File: src/rtl/tia_biphase_clock_decoder.sv
// tia_biphase_clock_decoder: checks the phi1/phi2 non-overlapping sequence and emits phase pulses, cycle count and a sticky fault.
module tia_biphase_clock_decoder #(
    parameter int MAX_HOLD = 4,
    parameter int CW = 16
) (
    input  logic          clk,
    input  logic          r,
    input  logic          phi1,
    input  logic          phi2,
    input  logic          rl,
    output logic          p1_tick,
    output logic          p2_tick,
    output logic          cycle_done,
    output logic [CW-1:0] cycles,
    output logic          in_sync,
    output logic          err,
    output logic [1:0]    err_code
);
    typedef enum logic [2:0] {IDLE, SYNC, PHI1, Z1, PHI2, Z2, FAULT} state_t;
    localparam int HW = $clog2(MAX_HOLD + 1);
    state_t state, adv;
    logic [HW-1:0] hold;
    logic [1:0] s, stay_lvl, go_lvl, f_code;
    assign s = {phi1, phi2};
    // Level that keeps the current phase, level that advances it, and where it advances to.
    always_comb begin
        stay_lvl = (state == PHI1) ? 2'b10 : (state == PHI2) ? 2'b01 : 2'b00;
        go_lvl = (state == PHI1 || state == PHI2) ? 2'b00 : (state == Z1) ? 2'b01 : 2'b10;
        adv = (state == PHI1) ? Z1 : (state == Z1) ? PHI2 : (state == PHI2) ? Z2 : PHI1;
        f_code = (state == IDLE || state == FAULT) ? 2'd0 :
                 (s == 2'b11) ? 2'd1 :
                 (rl || state == SYNC || s == go_lvl) ? 2'd0 :
                 (s != stay_lvl) ? 2'd2 :
                 (hold == HW'(MAX_HOLD - 1)) ? 2'd3 : 2'd0;
    end
    always_ff @(posedge clk) begin
        if (r) begin
            state <= IDLE;
            hold <= '0;
            cycles <= '0;
            p1_tick <= 1'b0;
            p2_tick <= 1'b0;
            cycle_done <= 1'b0;
            in_sync <= 1'b0;
            err <= 1'b0;
            err_code <= 2'd0;
        end else begin
            p1_tick <= 1'b0;
            p2_tick <= 1'b0;
            cycle_done <= 1'b0;
            if (state != FAULT) begin
                if (f_code != 2'd0) begin
                    state <= FAULT;
                    err <= 1'b1;
                    err_code <= f_code;
                    in_sync <= 1'b0;
                    hold <= '0;
                end else if (state == IDLE) begin
                    if (!rl) state <= SYNC;
                end else if (rl) begin
                    state <= IDLE;
                    in_sync <= 1'b0;
                    hold <= '0;
                end else if (state == SYNC) begin
                    if (s == 2'b10) begin
                        state <= PHI1;
                        p1_tick <= 1'b1;
                        in_sync <= 1'b1;
                    end
                end else if (s == go_lvl) begin
                    state <= adv;
                    hold <= '0;
                    p1_tick <= adv == PHI1;
                    p2_tick <= adv == PHI2;
                    cycle_done <= adv == PHI1;
                    if (adv == PHI1) cycles <= cycles + 1'b1;
                end else begin
                    hold <= hold + 1'b1;
                end
            end
        end
    end
endmodule
File: config.mk
export PLATFORM = sky130hd
export DESIGN_NAME = tia_biphase_clock_decoder
export DESIGN_NICKNAME = d
export VERILOG_FILES = /design/src/rtl/tia_biphase_clock_decoder.sv
export SDC_FILE = /design/constraint.sdc
export NUM_CORES = 1
export LEC_CHECK = 0
export CAP_MARGIN = 10
export CORE_MARGIN = 1
export CORE_UTILIZATION = 45
export DETAILED_ROUTE_END_ITERATION = 6
export GPL_TIMING_DRIVEN = 1
export PLACE_DENSITY = 0.75
export SYNTH_ARGS = -nofsm -noshare
export SYNTH_HDL_FRONTEND = slang
export SYNTH_SLANG_ARGS = --single-unit
File: constraint.sdc
create_clock -name clk -period 2.2 [get_ports clk]
set_clock_uncertainty 0.05 [all_clocks]
set_input_delay 0.44 -clock clk [delete_from_list [all_inputs] [get_ports clk]]
set_output_delay 0.44 -clock clk [all_outputs]
set_load 0.02 [all_outputs]
==> images/registers.png <==
(4 px per um)
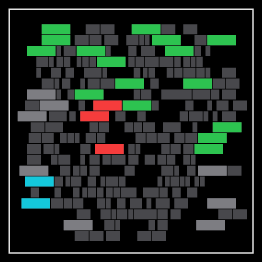
Green is cycles, flops 16. Cyan is err_code, flops 2. Red is state, flops 3.

==> images/port_nets.png <==
(8 px per um)
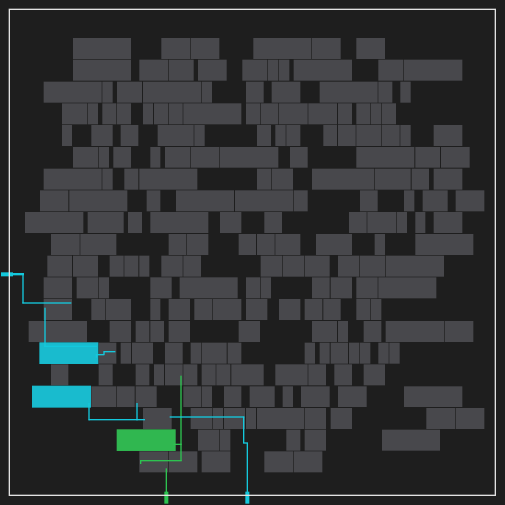
Green is in_sync, bits 1, direction output, end cells 1, buffers 1, wire 19.8 um. Cyan is err_code, bits 2, direction output, end cells 2, buffers 2, wire 54.9 um.

==> images/final_clocks.png <==
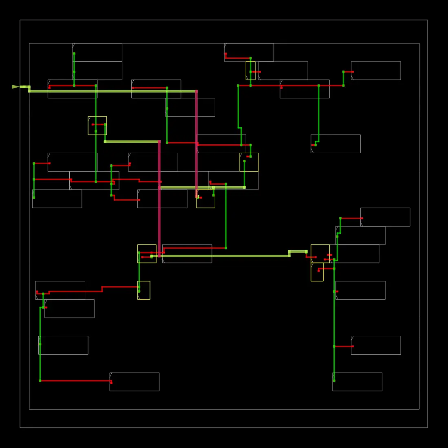
Clock group: 0.000306 W
clock sink count: 29

==> out/metrics.yaml <==
status: "finished clean"
crit_path_end: "cycles[2]"
p_sw_w: 0.000360
dpl.cell_count: 253
io_buffers: 27
vdd_drop_max_mv: 0.304
layout_top_cells: "29 x dfxtp_1, 27 x clkdlybuf4s50_1, 20 x nor2_1, 13 x nand2_1, 11 x a21oi_1"
core_area_um2: 3150
synth_warnings: 0
rsz0062_at_grt: "false"
comb_share_pct: 46.0
die_height_um: 60.6
final-setup-viol-count: 0
synthCells: 181
tns_ns: 0
total_power_w: 0.00113
intPower_w: 0.000770
min_from: "hold[1]$_SDFFE_PP0P_"
crit_slowest_cell: "clkdlybuf4s50_1"
rrSetupSlack_ns: 0.37
postCtsSetupBuffers: 0
maxPowerGroup: "sequential cells"
leakagePower_nw: 0.705
buffers: 37
crit_path_end_kind: "output pin"
lay_top_count: "dfxtp_1"
required_ns: 1.71
reg2reg_from: "state[1]$_SDFFE_PP0P_"
r2r.worst_path.cells: 5
yosys.area_share.simple_pct: 27.9
grt_overflow: 0
buffer_area_share_pct: 17.7
pg_seq_w: 0.000578
top_area_share_pct: 37.6
grtUsageMet2_pct: 30.9
num-multi-input-gates: 138
row_count: 20
place_area_um2: 1890
syn-cell-area_um2: 1540
clkPwrFrac_pct: 27.1
worstSetupPathType: "flip-flop to output pin"
drtIter0Drc: 48
grt_pass1_vias: 1238
slowest_delay_ns: 0.65
fin_crit_sh_pct: 87.7
clk_path_buf_depth: 2
antenna_left: 0
seqAreaFraction_pct: 29.8
whs_ns: 0.444
edf_count: 0
place.gp.congestion: 0.881
crit_arrival_ns: 1.44
swShare_pct: 31.8
hpwl_mm: 2.54
fmax_ghz: 0.519
r2r-end: "hold[1]$_SDFFE_PP0P_"
htree_levels: 2
most_common_cell: "dfxtp_1"
dieWidth_um: 60.6
grt_first_pass_wirelength_mm: 5.75
cts_buffers: 5
maxUsedRoutingLayer: "met4"
ys_sh_mux_pct: 0.648
slew_headroom_pct: 67.9
power_density_nw_per_um2: 580
cts_tree: "yes"
largest_area_cell: "dfxtp_1"
dr_wl_met3_um: 120
top_cells_by_area: "dfxtp_1 38%, nor2_1 4.9%, xnor2_1 4.0%"
ys_sh_adder_pct: 2.43
ioPinCount: 28
min_path_type: "flip-flop to flip-flop"
max_cap_violations: 0
==> images/metal_stack.png <==
(6 px per um)
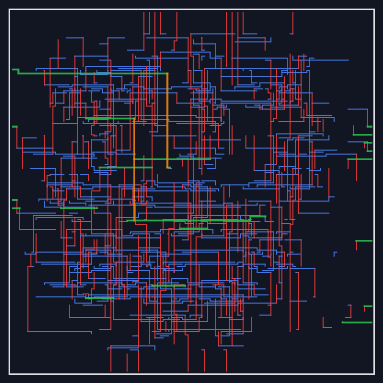
Red is met2, wire length 1,640 um. Orange is met4, wire length 32.6 um. Blue is met1, wire length 1,720 um. Green is met3, wire length 121 um.

==> images/gate_families.png <==
(6 px per um)
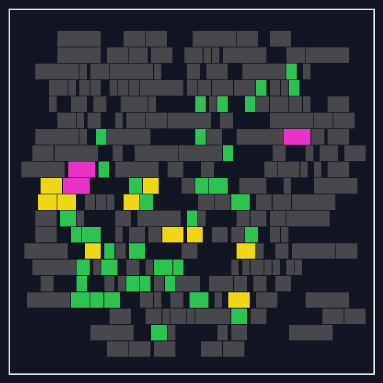
Green is inverting AOI/OAI gates, cells 36. Yellow is AND-OR and OR-AND gates, cells 10. Magenta is adder and majority cells, cells 3.

No activity file was given, so power comes from the tool's default toggle rates.
